**Run 1: met1 routing**

(4 px per um) Supply wires on this layer in gray. Cells faint in the background.
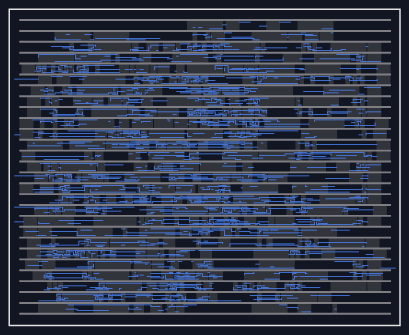
**Run 1: metal 2**

(4 px per um)
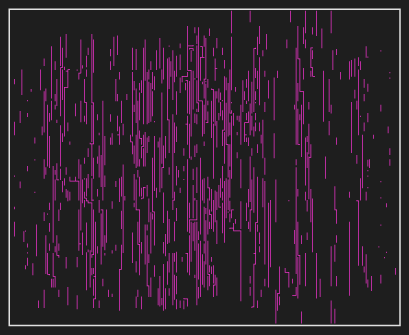
**Run 1: met3 routing**

(6 px per um) Cells faint in the background.
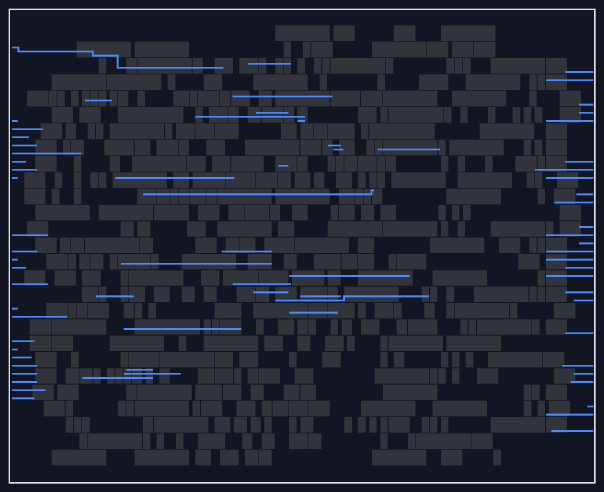
**Run 1: congestion heat map**

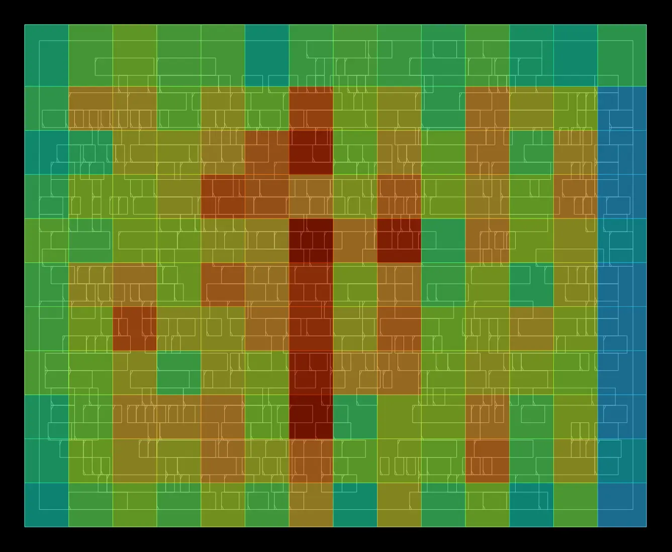
`src/rtl/img_stream_loader_pkg.sv`:
```
// ---------------------------------------------------------------------------
// img_stream_loader_pkg
//   Shared types for the image SRAM loader: SRAM write-port bundle, loader
//   FSM state type and the minimum legal image width.
// ---------------------------------------------------------------------------
package img_stream_loader_pkg;

    localparam int SRAM_ROW_W  = 8;
    localparam int SRAM_COL_W  = 8;
    localparam int SRAM_DATA_W = 8;

    // Narrowest image the row-convolution pass can handle.
    localparam int MIN_NCOLS = 6;

    typedef struct packed {
        logic                   write_en;
        logic                   sense_en;
        logic [SRAM_ROW_W-1:0]  row;
        logic [SRAM_COL_W-1:0]  col;
        logic [SRAM_DATA_W-1:0] din;
    } img_sram_ctrl_t;

    typedef enum logic [1:0] {
        IDLE = 2'd0,
        LOAD = 2'd1,
        DONE = 2'd2
    } loader_state_t;

endpackage

```
`src/rtl/img_stream_loader_if.sv`:
```
// ---------------------------------------------------------------------------
// img_stream_loader_if
//   Valid/ready pixel stream.
//   s_valid : beat valid (source -> sink)
//   s_ready : sink can accept (sink -> source)
//   s_data  : pixel value
//   s_last  : final pixel of the image
// ---------------------------------------------------------------------------
interface img_stream_loader_if #(
    parameter int DATA_W = 8
) ();
    logic              s_valid;
    logic              s_ready;
    logic [DATA_W-1:0] s_data;
    logic              s_last;

    modport master (output s_valid, output s_data, output s_last, input s_ready);
    modport slave  (input s_valid, input s_data, input s_last, output s_ready);
endinterface

```
`src/rtl/img_stream_loader_raster_counter.sv`:
```
// ---------------------------------------------------------------------------
// img_raster_counter
//   Raster-order row/column counter.
//   clk, rst     : clock, async active-high reset
//   en           : advance one position
//   clr          : return to (0,0); wins over en
//   nrows, ncols : image dimensions (held stable while counting)
//   row, col     : current position
//   last         : current position is the final pixel of the image
// ---------------------------------------------------------------------------
module img_raster_counter #(
    parameter int ROW_W = 8,
    parameter int COL_W = 8
) (
    input  logic             clk,
    input  logic             rst,
    input  logic             en,
    input  logic             clr,
    input  logic [ROW_W-1:0] nrows,
    input  logic [COL_W-1:0] ncols,
    output logic [ROW_W-1:0] row,
    output logic [COL_W-1:0] col,
    output logic             last
);
    logic col_last;

    assign col_last = (col == ncols - COL_W'(1));
    assign last     = col_last && (row == nrows - ROW_W'(1));

    always_ff @(posedge clk or posedge rst) begin
        if (rst) begin
            row <= '0;
            col <= '0;
        end else if (clr) begin
            row <= '0;
            col <= '0;
        end else if (en) begin
            if (col_last) begin
                col <= '0;
                row <= row + ROW_W'(1);
            end else begin
                col <= col + COL_W'(1);
            end
        end
    end
endmodule

```
`src/rtl/img_stream_loader.sv`:
```
// ---------------------------------------------------------------------------
// img_stream_loader
//   Writes a raster-order pixel stream into the image SRAM and raises
//   conv_go once the whole image is stored.
//   clk, rst       : clock, async active-high reset
//   start          : 1-cycle request, samples nrows/ncols
//   nrows, ncols   : image size (1..255 rows, 6..255 cols)
//   s              : pixel stream (sink side)
//   sram_img_ctrl  : registered SRAM write port
//   busy           : loader not idle
//   done           : 1-cycle pulse, image fully written
//   err            : sticky error, cleared by next accepted start
//   conv_go        : held high from completion until next accepted start
// ---------------------------------------------------------------------------
module img_stream_loader
    import img_stream_loader_pkg::*;
#(
    parameter int ROW_W  = SRAM_ROW_W,
    parameter int COL_W  = SRAM_COL_W,
    parameter int DATA_W = SRAM_DATA_W
) (
    input  logic                  clk,
    input  logic                  rst,
    input  logic                  start,
    input  logic [ROW_W-1:0]      nrows,
    input  logic [COL_W-1:0]      ncols,
    img_stream_loader_if.slave    s,
    output img_sram_ctrl_t        sram_img_ctrl,
    output logic                  busy,
    output logic                  done,
    output logic                  err,
    output logic                  conv_go
);
    loader_state_t    state;
    logic [ROW_W-1:0] nrows_q;
    logic [COL_W-1:0] ncols_q;
    logic [ROW_W-1:0] cnt_row;
    logic [COL_W-1:0] cnt_col;
    logic             cnt_last;
    logic             dims_ok;
    logic             accept;
    logic             cnt_clr;

    assign dims_ok = (ncols >= COL_W'(MIN_NCOLS)) && (nrows != '0);
    // s_ready is only ever high in LOAD, but qualify anyway so the counter
    // cannot move on a stale ready.
    assign accept  = (state == LOAD) && s.s_valid && s.s_ready;
    assign cnt_clr = (state == IDLE) && start && dims_ok;

    img_raster_counter #(
        .ROW_W (ROW_W),
        .COL_W (COL_W)
    ) u_cnt (
        .clk   (clk),
        .rst   (rst),
        .en    (accept),
        .clr   (cnt_clr),
        .nrows (nrows_q),
        .ncols (ncols_q),
        .row   (cnt_row),
        .col   (cnt_col),
        .last  (cnt_last)
    );

    // done/conv_go are set on the edge that accepts the final beat, so the
    // done pulse lines up with that beat's write and with the DONE state.
    always_ff @(posedge clk or posedge rst) begin
        if (rst) begin
            state         <= IDLE;
            s.s_ready     <= 1'b0;
            busy          <= 1'b0;
            done          <= 1'b0;
            err           <= 1'b0;
            conv_go       <= 1'b0;
            sram_img_ctrl <= '0;
            nrows_q       <= '0;
            ncols_q       <= '0;
        end else begin
            done                   <= 1'b0;
            sram_img_ctrl.write_en <= 1'b0;
            sram_img_ctrl.sense_en <= 1'b0;
            case (state)
                IDLE: begin
                    if (start) begin
                        if (!dims_ok) begin
                            err <= 1'b1;
                        end else begin
                            nrows_q   <= nrows;
                            ncols_q   <= ncols;
                            err       <= 1'b0;
                            conv_go   <= 1'b0;
                            s.s_ready <= 1'b1;
                            busy      <= 1'b1;
                            state     <= LOAD;
                        end
                    end
                end
                LOAD: begin
                    if (accept) begin
                        sram_img_ctrl.write_en <= 1'b1;
                        sram_img_ctrl.row      <= cnt_row;
                        sram_img_ctrl.col      <= cnt_col;
                        sram_img_ctrl.din      <= s.s_data;
                        if (cnt_last) begin
                            state     <= DONE;
                            s.s_ready <= 1'b0;
                            done      <= 1'b1;
                            conv_go   <= 1'b1;
                            if (!s.s_last) err <= 1'b1;
                        end else if (s.s_last) begin
                            err       <= 1'b1;
                            state     <= IDLE;
                            s.s_ready <= 1'b0;
                            busy      <= 1'b0;
                        end
                    end
                end
                DONE: begin
                    state <= IDLE;
                    busy  <= 1'b0;
                end
                default: begin
                    state     <= IDLE;
                    s.s_ready <= 1'b0;
                    busy      <= 1'b0;
                end
            endcase
        end
    end
endmodule

```
`src/flat_wrapper.sv`:
```
// flat-port wrapper written by rule: the top's interface ports become plain ports
module img_stream_loader_flat import img_stream_loader_pkg::*;
#(
    parameter int ROW_W  = SRAM_ROW_W,
    parameter int COL_W  = SRAM_COL_W,
    parameter int DATA_W = SRAM_DATA_W
)
  (clk, rst, start, nrows, ncols, sram_img_ctrl, busy, done, err, conv_go, s_s_valid, s_s_data, s_s_last, s_s_ready);
  img_stream_loader_if #(.DATA_W(DATA_W)) s_i ();
  input  logic clk;
  input  logic rst;
  input  logic start;
  input  logic [ROW_W-1:0] nrows;
  input  logic [COL_W-1:0] ncols;
  output img_sram_ctrl_t sram_img_ctrl;
  output logic busy;
  output logic done;
  output logic err;
  output logic conv_go;
  input wire logic [$bits(s_i.s_valid)-1:0] s_s_valid;
  input wire logic [$bits(s_i.s_data)-1:0] s_s_data;
  input wire logic [$bits(s_i.s_last)-1:0] s_s_last;
  output wire logic [$bits(s_i.s_ready)-1:0] s_s_ready;
  assign s_i.s_valid = s_s_valid;
  assign s_i.s_data = s_s_data;
  assign s_i.s_last = s_s_last;
  assign s_s_ready = s_i.s_ready;
  img_stream_loader #(.ROW_W(ROW_W), .COL_W(COL_W), .DATA_W(DATA_W)) u_core (.clk(clk), .rst(rst), .start(start), .nrows(nrows), .ncols(ncols), .s(s_i), .sram_img_ctrl(sram_img_ctrl), .busy(busy), .done(done), .err(err), .conv_go(conv_go));
endmodule
```
`config.mk`:
```
export PLATFORM = sky130hd
export DESIGN_NAME = img_stream_loader_flat
export DESIGN_NICKNAME = d
export VERILOG_FILES = /design/src/rtl/img_stream_loader_pkg.sv /design/src/rtl/img_stream_loader_if.sv /design/src/rtl/img_stream_loader_raster_counter.sv /design/src/rtl/img_stream_loader.sv /design/src/flat_wrapper.sv
export SDC_FILE = /design/constraint.sdc
export NUM_CORES = 1
export LEC_CHECK = 0
export CORE_ASPECT_RATIO = 0.8
export CORE_MARGIN = 2
export CORE_UTILIZATION = 47
export DETAILED_ROUTE_END_ITERATION = 7
export PLACE_DENSITY_LB_ADDON = 0.08
export RECOVER_POWER = 50
export SLEW_MARGIN = 20
export SYNTH_ARGS = -nofsm -noshare
export SYNTH_HDL_FRONTEND = slang
export SYNTH_SLANG_ARGS = --single-unit
```
`constraint.sdc`:
```
create_clock -name clk -period 2.5 [get_ports clk]
set_input_delay 0.25 -clock clk [delete_from_list [all_inputs] [get_ports clk]]
set_output_delay 0.25 -clock clk [all_outputs]
set_load 0.03 [all_outputs]
```
==> flow_summary_export.csv, run 1 <==
group,metric,value,unit
run_status,status,"finished clean",
power,irDropWorstVdd,540,uV
yosys,edf_count,0,
cts,tritoncts,"yes",
final_timing,hold_ws,0.434,ns
yosys,syn_inst,371,
cts,insertion_delay,0.34,ns
drt,wl_met3,536,um
power,pg_clk,1.09,mW
cells_and_area,comb_area_frac,0.369,
cts,clk_path_buf_depth,2,
yosys,aoi_share,0.106,
drt,via_per_inst,5.25,
place,gp_congestion,0.783,
min_path,holdPathStages,3,
yosys,ys_area,0.00328,mm^2
power,power,5.00,mW
cells_and_area,final-clk-cell-share,0.0557,
min_path,hp-start,"s_s_data[4]",
worst_setup_path,arrival,2.66,ns
place,dp_cells,511,
floorplan,io_pins,60,
power,p_seq,1.66,mW
place,port_buffers,58,
cts,cts.clk_slew.worst_paths,0.07,ns
final_timing,final_max_slew_viol_count,0,
flow_run,warning_count,26,
yosys,synth.distinct_cells,54,
worst_setup_path,max_stage_delay,0.41,ns
yosys,synthMuxAreaShare,0.00917,
cells_and_area,flops,64,
final_timing,max_freq,415,MHz
cells_and_area,dominant-cell-class,"registers",
floorplan,nWellTaps,87,
yosys,synth-seq-cells,64,
worst_setup_path,start_kind,"flip-flop",
global_route,grt-ovfl-total,0,
yosys,fp_nets,404,
worst_setup_path,crit_chain,"inv_1, ha_1, nor2b_2, a21oi_1, a2111oi_1, o211ai_1, or3_4, a311oi_2",
floorplan,placementRows,27,
power,sw_frac_of_total,0.402,
cells_and_area,inverters,11,
drt,ant_nets,0,
drt,wl_per_cell,14.1,um
cts,cts_setup_buffers,0,
worst_setup_path,critPathRequiredTime,2.75,ns
cells_and_area,clockBufferCount,9,
yosys,yosys_most_used_dff,"dfrtp_1",
floorplan,coreArea,0.00682,mm^2
final_timing,slew_headroom,0.347,
cells_and_area,final-instance-count-excl-fill,531,
final_timing,period_used_share,0.965,
final_timing,tightest_slew,0.978,ns
worst_setup_path,reg2reg_setup_slack,0.09,ns
cts,cts_resized,1,
drt,drc,0,
worst_setup_path,critPathCaptureType,"flip-flop",
place,place_area,0.00400,mm^2
drt,top_layer,"met4",
power,power-top-group,"combinational logic",
global_route,grt_max_degree,40,
cts,clock_sinks,64,
cts,root_buffer,"clkbuf_8",
cts,h-tree-depth,3,
flow_run,drv_cap,0,
cells_and_area,layout-drive-gt1-share,0.126,
drt,met1_length,3730,um
cells_and_area,seq_share,0.369,
cells_and_area,area_growth,32.4,%
power,p_clk_frac,0.218,
cells_and_area,num-multi-input-gates,276,
cells_and_area,num-fill-cells,591,
drt,drt_iter0_drc,180,
cells_and_area,diodes,0,
yosys,ys_async_sr_fraction,1.00,
power,switching_power,2.01,mW
yosys,synth_area_per_cell,8.83,um^2
min_path,hold_class,"input pin to flip-flop",
cells_and_area,regArea,0.00160,mm^2
final_timing,setup_violations,0,
cts,cts_hold_buf,0,
place,dpl_worst_slack,0.00399,ns
worst_setup_path,reg2reg_depth,8,
Back to the opening pictures, 'met1 routing':
nets with wire on the layer: 407
share of all routed wire: 50%
wire length on this layer: 3730 um

Back to the opening pictures, 'metal 2':
share of all routed wire: 42%
nets with wire on the layer: 368

Back to the opening pictures, 'met3 routing':
share of all routed wire: 7.2%
wire length on this layer: 537 um

Back to the opening pictures, 'congestion heat map':
global route hottest layer: met2
GRT Util Overall: 0.207

==> run 2: changes to the inputs <==
--- a/config.mk
+++ b/config.mk
@@ -5,6 +5,7 @@
 export SDC_FILE = /design/constraint.sdc
 export NUM_CORES = 1
 export LEC_CHECK = 0
+export CAP_MARGIN = 25
 export CORE_ASPECT_RATIO = 0.8
 export CORE_MARGIN = 2
 export CORE_UTILIZATION = 47
**Run 2: met3 routing**

(6 px per um) Cells faint in the background.
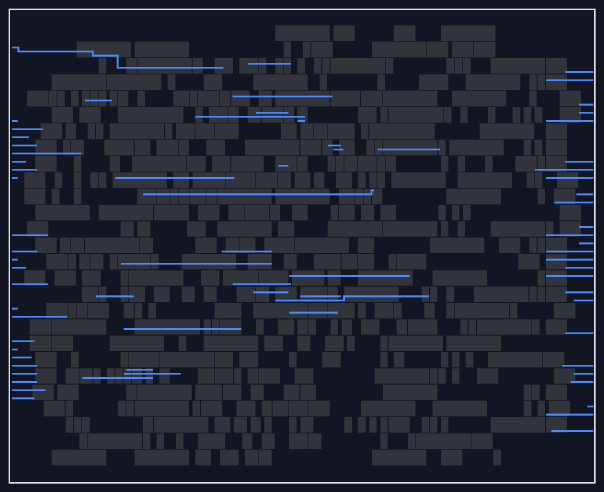
grt met3 use: 0.0597
DR vias: 2787

==> run 2 against run 1 <==
Synthesized cell count unchanged. Area after synthesis unchanged. Sequential power about the same. Combinational power is essentially flat. Clock skew did not move. Non-clock buffer count stayed put. Setup slack stayed put. Register-to-register slack barely moved. Critical path type unchanged. Largest power group unchanged.
==> flow_summary_export.csv, run 2 <==
group,metric,value,unit
drt,drc,0,
cells_and_area,final-clk-cell-share,0.0557,
global_route,grt.total_usage,0.207,
final_timing,max_freq,415,MHz
cts,insertion_delay,0.34,ns
cts,h-tree-depth,3,
yosys,synth-seq-cells,64,
global_route,grt_max_degree,40,
power,power-top-group,"combinational logic",
yosys,fp_nets,404,
final_timing,slew_headroom,0.347,
yosys,yosys_most_used_dff,"dfrtp_1",
power,sw_frac_of_total,0.402,
floorplan,nWellTaps,87,
worst_setup_path,critPathCaptureType,"flip-flop",
drt,via_per_inst,5.25,
drt,wl_met3,536,um
flow_run,drv_cap,0,
power,irDropWorstVdd,540,uV
run_status,status,"finished clean",
yosys,aoi_share,0.106,
floorplan,placementRows,27,
global_route,top_usage_layer,"met2",
yosys,edf_count,0,
power,p_seq,1.66,mW
drt,ant_nets,0,
global_route,grt-ovfl-total,0,
cts,clk_path_buf_depth,2,
power,pg_clk,1.09,mW
flow_run,warning_count,26,
final_timing,hold_ws,0.434,ns
cts,cts_hold_buf,0,
cells_and_area,area_growth,32.4,%
cts,tritoncts,"yes",
cts,clock_sinks,64,
worst_setup_path,critPathRequiredTime,2.75,ns
worst_setup_path,arrival,2.66,ns
yosys,syn_inst,371,
cells_and_area,layout-drive-gt1-share,0.126,
yosys,synth.distinct_cells,54,
yosys,ys_area,0.00328,mm^2
worst_setup_path,reg2reg_setup_slack,0.09,ns
cts,root_buffer,"clkbuf_8",
cells_and_area,num-multi-input-gates,276,
cells_and_area,final-instance-count-excl-fill,531,
worst_setup_path,max_stage_delay,0.41,ns
final_timing,period_used_share,0.965,
power,power,5.00,mW
**Run 2: congestion heat map**

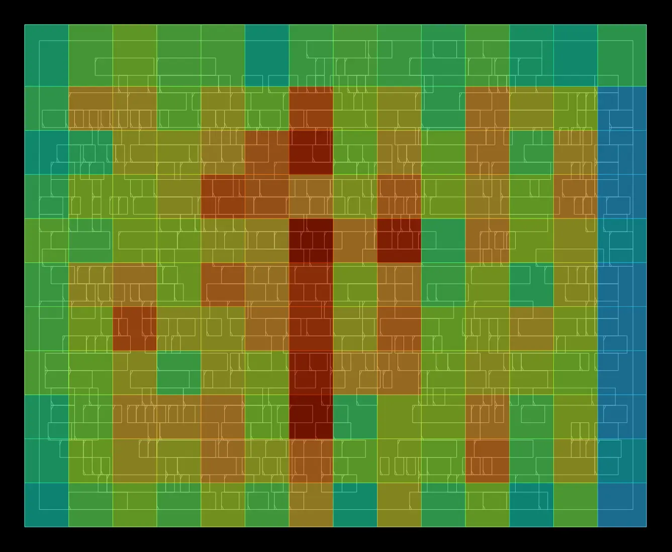
met2 GRT Util: 0.301
GR Layer Usage met1: 0.294
fin util: 0.636
Routed WL per cell: 14.1 um

Power figures rest on the tool's default switching activity, not on a simulated workload.
